[config.mk]
export PLATFORM = sky130hd
export DESIGN_NAME = fwd_hazard_ctrl_flat
export DESIGN_NICKNAME = d
export VERILOG_FILES = /design/src/rtl/mips_pipe_pkg.sv /design/src/rtl/fwd_hazard_ctrl_if.sv /design/src/rtl/fwd_src_match.sv /design/src/rtl/fwd_hazard_ctrl.sv /design/src/flat_wrapper.sv
export SDC_FILE = /design/constraint.sdc
export NUM_CORES = 1
export LEC_CHECK = 0
export CORE_MARGIN = 3
export CORE_UTILIZATION = 35
export DETAILED_ROUTE_END_ITERATION = 10
export MAX_ROUTING_LAYER = met4
export PLACE_DENSITY = 0.73
export SLEW_MARGIN = 40
export SYNTH_ARGS = -nofsm -noshare
export SYNTH_HDL_FRONTEND = slang
export SYNTH_SLANG_ARGS = --single-unit
[constraint.sdc]
create_clock -name Clk -period 2.05 [get_ports Clk]
set_input_delay 0.41 -clock Clk [delete_from_list [all_inputs] [get_ports Clk]]
set_output_delay 0.41 -clock Clk [all_outputs]
set_load 0.01 [all_outputs]
[src/rtl/mips_pipe_pkg.sv]
// Shared pipeline types for the MIPS core: register-specifier width, the $0
// constant and the hazard scoreboard entry.
package mips_pipe_pkg;

    localparam int REG_W = 5;
    localparam logic [REG_W-1:0] REG_ZERO = '0;

    typedef struct packed {
        logic             valid;
        logic [REG_W-1:0] rd;
        logic             regwrite;
        logic             memread;
    } sb_entry_t;

    localparam sb_entry_t SB_EMPTY = '0;

endpackage

[src/rtl/fwd_hazard_ctrl_if.sv]
// ID-stage request / forwarding-control bundle between the decode stage and
// fwd_hazard_ctrl.
interface fwd_hazard_ctrl_if;
    import mips_pipe_pkg::*;

    // Handshake: there is no valid/ready pair. id_valid qualifies the ID fields
    // for the current cycle; stall is the back-pressure answer in that same
    // cycle (ID must be presented again), bubble says ID/EX loads a NOP.
    logic             id_valid;
    logic [REG_W-1:0] id_rs;
    logic [REG_W-1:0] id_rt;
    logic             id_uses_rs;
    logic             id_uses_rt;
    logic [REG_W-1:0] id_rd;
    logic             id_regwrite;
    logic             id_memread;
    logic             flush;

    logic             stall;
    logic             bubble;
    logic             fwd_a_mem;
    logic             fwd_a_wb;
    logic             fwd_b_mem;
    logic             fwd_b_wb;

    // Observation of the scoreboard and of the raw load hits {a_ex, b_ex, a_mem, b_mem}.
    sb_entry_t        dbg_ex;
    sb_entry_t        dbg_mem;
    sb_entry_t        dbg_wb;
    logic [3:0]       dbg_load_hits;

    modport master (
        output id_valid, id_rs, id_rt, id_uses_rs, id_uses_rt,
               id_rd, id_regwrite, id_memread, flush,
        input  stall, bubble, fwd_a_mem, fwd_a_wb, fwd_b_mem, fwd_b_wb,
               dbg_ex, dbg_mem, dbg_wb, dbg_load_hits
    );

    modport slave (
        input  id_valid, id_rs, id_rt, id_uses_rs, id_uses_rt,
               id_rd, id_regwrite, id_memread, flush,
        output stall, bubble, fwd_a_mem, fwd_a_wb, fwd_b_mem, fwd_b_wb,
               dbg_ex, dbg_mem, dbg_wb, dbg_load_hits
    );

endinterface

[src/rtl/fwd_src_match.sv]
// Compares one source specifier against one scoreboard entry: does the entry
// produce that register, and is it a load producing it.
module fwd_src_match
    import mips_pipe_pkg::*;
(
    input  logic             uses,
    input  logic [REG_W-1:0] src,
    input  sb_entry_t        entry,
    output logic             produces,
    output logic             load_hit
);

    // $0 is hard-wired, so it never matches regardless of the entry.
    assign produces = uses && entry.valid && entry.regwrite &&
                      (entry.rd == src) && (src != REG_ZERO);
    assign load_hit = produces && entry.memread;

endmodule

[src/rtl/fwd_hazard_ctrl.sv]
// Forwarding select and load-use stall/bubble generation for the 5-stage MIPS
// pipeline. Optional stall counter when FWD_HAZ_STALL_CNT_EN is defined.
module fwd_hazard_ctrl
    import mips_pipe_pkg::*;
(
    input  logic        Clk,
    input  logic        Rst,
    fwd_hazard_ctrl_if.slave bus
`ifdef FWD_HAZ_STALL_CNT_EN
    ,
    output logic [31:0] stall_count
`endif
);

    sb_entry_t sb_ex, sb_mem, sb_wb;
    sb_entry_t id_entry;

    logic a_ex_prod, a_ex_load, a_mem_prod, a_mem_load;
    logic b_ex_prod, b_ex_load, b_mem_prod, b_mem_load;
    logic stall_raw, bubble_int;
    logic fwd_a_mem_q, fwd_a_wb_q, fwd_b_mem_q, fwd_b_wb_q;

    fwd_src_match u_a_ex (
        .uses(bus.id_uses_rs), .src(bus.id_rs), .entry(sb_ex),
        .produces(a_ex_prod), .load_hit(a_ex_load)
    );
    fwd_src_match u_a_mem (
        .uses(bus.id_uses_rs), .src(bus.id_rs), .entry(sb_mem),
        .produces(a_mem_prod), .load_hit(a_mem_load)
    );
    fwd_src_match u_b_ex (
        .uses(bus.id_uses_rt), .src(bus.id_rt), .entry(sb_ex),
        .produces(b_ex_prod), .load_hit(b_ex_load)
    );
    fwd_src_match u_b_mem (
        .uses(bus.id_uses_rt), .src(bus.id_rt), .entry(sb_mem),
        .produces(b_mem_prod), .load_hit(b_mem_load)
    );

    assign id_entry = '{valid: 1'b1, rd: bus.id_rd,
                        regwrite: bus.id_regwrite, memread: bus.id_memread};

    // A flush kills the consumer, so it overrides any load-use stall.
    assign stall_raw  = bus.id_valid && !bus.flush && (a_ex_load || b_ex_load);
    assign bubble_int = stall_raw || bus.flush || !bus.id_valid;

    assign bus.stall  = !Rst && stall_raw;
    assign bus.bubble = !Rst && bubble_int;

    // The younger producer (EX now, MEM next cycle) takes priority over the older one.
    always_ff @(posedge Clk) begin
        if (Rst) begin
            sb_ex       <= SB_EMPTY;
            sb_mem      <= SB_EMPTY;
            sb_wb       <= SB_EMPTY;
            fwd_a_mem_q <= 1'b0;
            fwd_a_wb_q  <= 1'b0;
            fwd_b_mem_q <= 1'b0;
            fwd_b_wb_q  <= 1'b0;
        end else begin
            sb_wb  <= sb_mem;
            sb_mem <= sb_ex;
            if (bubble_int) begin
                sb_ex       <= SB_EMPTY;
                fwd_a_mem_q <= 1'b0;
                fwd_a_wb_q  <= 1'b0;
                fwd_b_mem_q <= 1'b0;
                fwd_b_wb_q  <= 1'b0;
            end else begin
                sb_ex       <= id_entry;
                fwd_a_mem_q <= a_ex_prod;
                fwd_a_wb_q  <= a_mem_prod && !a_ex_prod;
                fwd_b_mem_q <= b_ex_prod;
                fwd_b_wb_q  <= b_mem_prod && !b_ex_prod;
            end
        end
    end

    assign bus.fwd_a_mem     = fwd_a_mem_q;
    assign bus.fwd_a_wb      = fwd_a_wb_q;
    assign bus.fwd_b_mem     = fwd_b_mem_q;
    assign bus.fwd_b_wb      = fwd_b_wb_q;
    assign bus.dbg_ex        = sb_ex;
    assign bus.dbg_mem       = sb_mem;
    assign bus.dbg_wb        = sb_wb;
    assign bus.dbg_load_hits = {a_ex_load, b_ex_load, a_mem_load, b_mem_load};

`ifdef FWD_HAZ_STALL_CNT_EN
    logic [31:0] stall_cnt_q;

    always_ff @(posedge Clk) begin
        if (Rst) begin
            stall_cnt_q <= '0;
        end else if (stall_raw && (stall_cnt_q != 32'hFFFF_FFFF)) begin
            stall_cnt_q <= stall_cnt_q + 32'd1;
        end
    end

    assign stall_count = stall_cnt_q;
`endif

endmodule
[src/flat_wrapper.sv]
// flat-port wrapper written by rule: the top's interface ports become plain ports
module fwd_hazard_ctrl_flat import mips_pipe_pkg::*;
  (Clk, Rst, bus_id_valid, bus_id_rs, bus_id_rt, bus_id_uses_rs, bus_id_uses_rt, bus_id_rd, bus_id_regwrite, bus_id_memread, bus_flush, bus_stall, bus_bubble, bus_fwd_a_mem, bus_fwd_a_wb, bus_fwd_b_mem, bus_fwd_b_wb, bus_dbg_ex, bus_dbg_mem, bus_dbg_wb, bus_dbg_load_hits);
  fwd_hazard_ctrl_if bus_i ();
  input  logic Clk;
  input  logic Rst;
  input wire logic [$bits(bus_i.id_valid)-1:0] bus_id_valid;
  input wire logic [$bits(bus_i.id_rs)-1:0] bus_id_rs;
  input wire logic [$bits(bus_i.id_rt)-1:0] bus_id_rt;
  input wire logic [$bits(bus_i.id_uses_rs)-1:0] bus_id_uses_rs;
  input wire logic [$bits(bus_i.id_uses_rt)-1:0] bus_id_uses_rt;
  input wire logic [$bits(bus_i.id_rd)-1:0] bus_id_rd;
  input wire logic [$bits(bus_i.id_regwrite)-1:0] bus_id_regwrite;
  input wire logic [$bits(bus_i.id_memread)-1:0] bus_id_memread;
  input wire logic [$bits(bus_i.flush)-1:0] bus_flush;
  output wire logic [$bits(bus_i.stall)-1:0] bus_stall;
  output wire logic [$bits(bus_i.bubble)-1:0] bus_bubble;
  output wire logic [$bits(bus_i.fwd_a_mem)-1:0] bus_fwd_a_mem;
  output wire logic [$bits(bus_i.fwd_a_wb)-1:0] bus_fwd_a_wb;
  output wire logic [$bits(bus_i.fwd_b_mem)-1:0] bus_fwd_b_mem;
  output wire logic [$bits(bus_i.fwd_b_wb)-1:0] bus_fwd_b_wb;
  output wire logic [$bits(bus_i.dbg_ex)-1:0] bus_dbg_ex;
  output wire logic [$bits(bus_i.dbg_mem)-1:0] bus_dbg_mem;
  output wire logic [$bits(bus_i.dbg_wb)-1:0] bus_dbg_wb;
  output wire logic [$bits(bus_i.dbg_load_hits)-1:0] bus_dbg_load_hits;
  assign bus_i.id_valid = bus_id_valid;
  assign bus_i.id_rs = bus_id_rs;
  assign bus_i.id_rt = bus_id_rt;
  assign bus_i.id_uses_rs = bus_id_uses_rs;
  assign bus_i.id_uses_rt = bus_id_uses_rt;
  assign bus_i.id_rd = bus_id_rd;
  assign bus_i.id_regwrite = bus_id_regwrite;
  assign bus_i.id_memread = bus_id_memread;
  assign bus_i.flush = bus_flush;
  assign bus_stall = bus_i.stall;
  assign bus_bubble = bus_i.bubble;
  assign bus_fwd_a_mem = bus_i.fwd_a_mem;
  assign bus_fwd_a_wb = bus_i.fwd_a_wb;
  assign bus_fwd_b_mem = bus_i.fwd_b_mem;
  assign bus_fwd_b_wb = bus_i.fwd_b_wb;
  assign bus_dbg_ex = bus_i.dbg_ex;
  assign bus_dbg_mem = bus_i.dbg_mem;
  assign bus_dbg_wb = bus_i.dbg_wb;
  assign bus_dbg_load_hits = bus_i.dbg_load_hits;
  fwd_hazard_ctrl u_core (.Clk(Clk), .Rst(Rst), .bus(bus_i));
endmodule
**Run 1: cells coloured by class**

Bar = 20 µm.
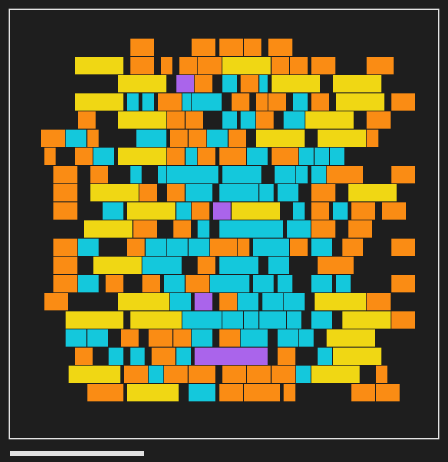
Key: cyan = all other logic [cells 76]; purple = clock drivers and dummy loads [cells 4]; yellow = flops [cells 28]; orange = other buffers and delay cells [cells 94]
total number of placement rows: 20
Design Area, Final: 0.002185 mm²

**Run 1: selected gate families**

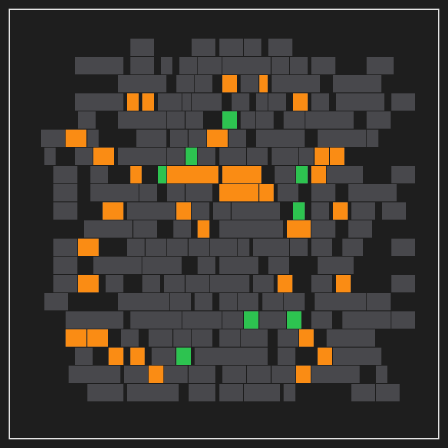
Key: green = NAND gates [cells 8]; orange = NOR gates [cells 33, most used nor2b_1]

**Run 1: routing congestion map**

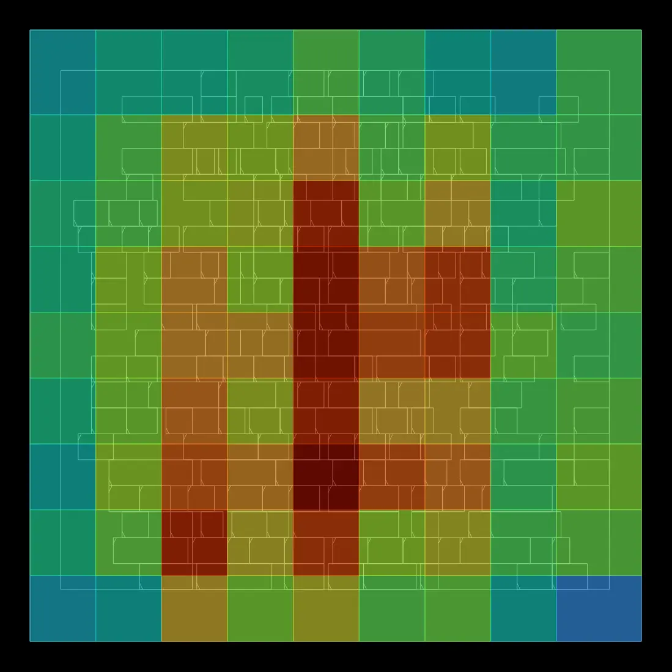
grt met3 use: 2.988%
most congested layer reported by global routing: met2

==> flow_summary.ini, run 1 <==
; synthesis and place-and-route metrics
[place]
pre_cts_ws_ns = -1.026
port_buffers = 56
dpl.cell_count = 232

[pwr]
power.switching_fraction_pct = 22.81
netSwitchingPower_mw = 0.2539
power.share.combinational_pct = 16.2
top_power_group = sequential cells

[worst_hold_path]
holdPathEnd = u_core.bus.fwd_b_mem
hold_path_startpoint = u_core.bus.dbg_ex[0]

[logic_synthesis]
synthTopLogicFamily = simple AND/OR/NAND/NOR gates
postSynthRegisterBits = 28
netlist.area_leader.share_pct = 47.46
synth_async_sr_flop_share_pct = 0
synthDominantAreaCellType = dfxtp_1
netlist_instances = 110
yosys.cell_count.top_type = dfxtp_1

[final_layout]
final_layout_size_suffix_gt1_share_pct = 40.10
antennaDiodeCount = 0
sequential_cell_area_um2 = 570.5

[critical_path]
crit_required_ns = 1.64
setup.reg_to_reg.worst_slack_ns = 0.17
reg2reg_from = u_core.bus.dbg_ex[5]

[timing]
setup_ws_ns = -0.4133
post-route-period-util_pct = 120.2
maxClockFrequency_mhz = 406.0
worst_setup_skew_after_layout_ns = 0.009256
timing.final.setup_violations = 6

[die]
taps = 44

[clock_tree]
clock.latency.late_pin_ns = 0.34
cts-root-buf = clkbuf_4

[outcome]
outcome = complete, but fails checks
violations = negative setup slack

[routing]
ant_nets = 0
==> inputs of run 2 (changes only) <==
CAP_MARGIN = 20   (was unset)
PLACE_DENSITY = unset   (was 0.73)
PLACE_DENSITY_LB_ADDON = 0.08   (was unset)
==> run 2 against run 1 <==
The run still ends with negative setup slack left; via count shrank 8.4%; hold slack gained 0.015 ns; register-to-register slack gained 0.12 ns; wire length down 18%; sequential power is essentially flat; sequential share of layout area rose by 0.98 points; fmax rose by 1.9%; first-iteration DRC count shrank 42%; final cell count is 3.3% lower; flip-flop count did not move; critical path type unchanged; largest cell class unchanged; highest routed layer unchanged.
==> flow_summary.ini, run 2 <==
; synthesis and place-and-route metrics
[outcome]
outcome = complete, but fails checks
violations = negative setup slack

[worst_hold_path]
hold_path_startpoint = u_core.bus.dbg_ex[0]
holdPathEnd = u_core.bus.fwd_a_mem

[critical_path]
worst_path_largest_cell_delay_ns = 0.53
reg2reg_from = u_core.bus.dbg_ex[5]
crit_required_ns = 1.64
setup.reg_to_reg.worst_slack_ns = 0.29
crit_family = simple AND/OR/NAND/NOR gates

[timing]
finalHoldViolCount = 0
worst_setup_skew_after_layout_ns = 0.001907
maxClockFrequency_mhz = 413.8
post-route-period-util_pct = 117.9
timing.hold.ws_ns = 0.5018
timing.final.setup_violations = 5
setup_ws_ns = -0.3665

[routing]
initialDrtViolationCount = 21
routed_wl_met3_um = 154
number_of_vias_after_detailed_routing = 1108
ant_nets = 0
routed_metal_1_wire_length_um = 1391
totalWireLength_um = 3294

[place]
pre_cts_ws_ns = -1.082
dp_hpwl_um = 2601
port_buffers = 56
dpl.cell_count = 231

[clock_tree]
cts-root-buf = clkbuf_4
clock.latency.late_pin_ns = 0.32

[logic_synthesis]
synthTopLogicFamily = simple AND/OR/NAND/NOR gates
synth-simple-area-share_pct = 29.87
netlist_instances = 110
postSynthRegisterBits = 28
yosys.cell_count.top_type = dfxtp_1
synth_async_sr_flop_share_pct = 0
synth-edff-count = 0
synthDominantAreaCellType = dfxtp_1

[final_layout]
sequential_cell_area_um2 = 565.5
layout.cells.most_common_list = clkdlybuf4s50_1, buf_4, dfxtp_1
nMultiInputCombCells = 75
antennaDiodeCount = 0
clkCellAreaFrac_pct = 1.739

[die]
floorplan.rows = 20
taps = 44

[grt]
grt_most_used_layer = met2
use_met3_pct = 2.285

[pwr]
netSwitchingPower_mw = 0.2303
clkPwrFrac_pct = 26.4
top_power_group = sequential cells
power.share.combinational_pct = 17.2
**Run 2: signal metal coverage by tile**

Bar = 20 µm. 13 x 13 tiles, from black (low) to pale yellow (high), scaled to the fullest tile. Values are wire area over tile area, all layers added.
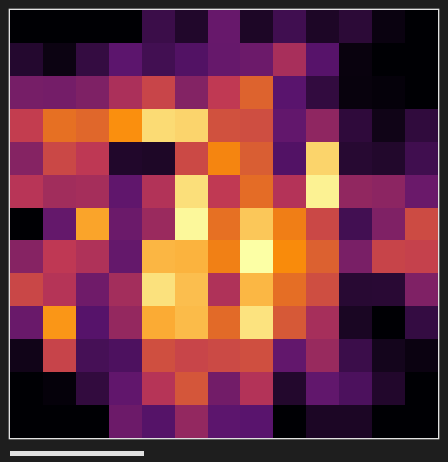
33% of the tiles are over half the peak. 12% of the tiles are nearly empty. The fullest tile reaches 0.34.

**Run 2: signal wires by layer**

Bar = 20 µm. Only two layers are drawn.
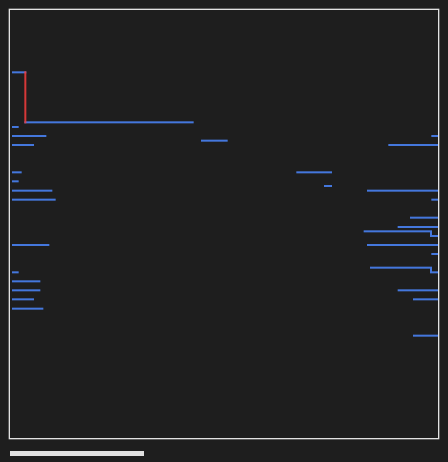
Key: blue = met3 [wire length 154 µm]; red = met4 [wire length 7.50 µm]

Power and IR drop assume default switching activity.
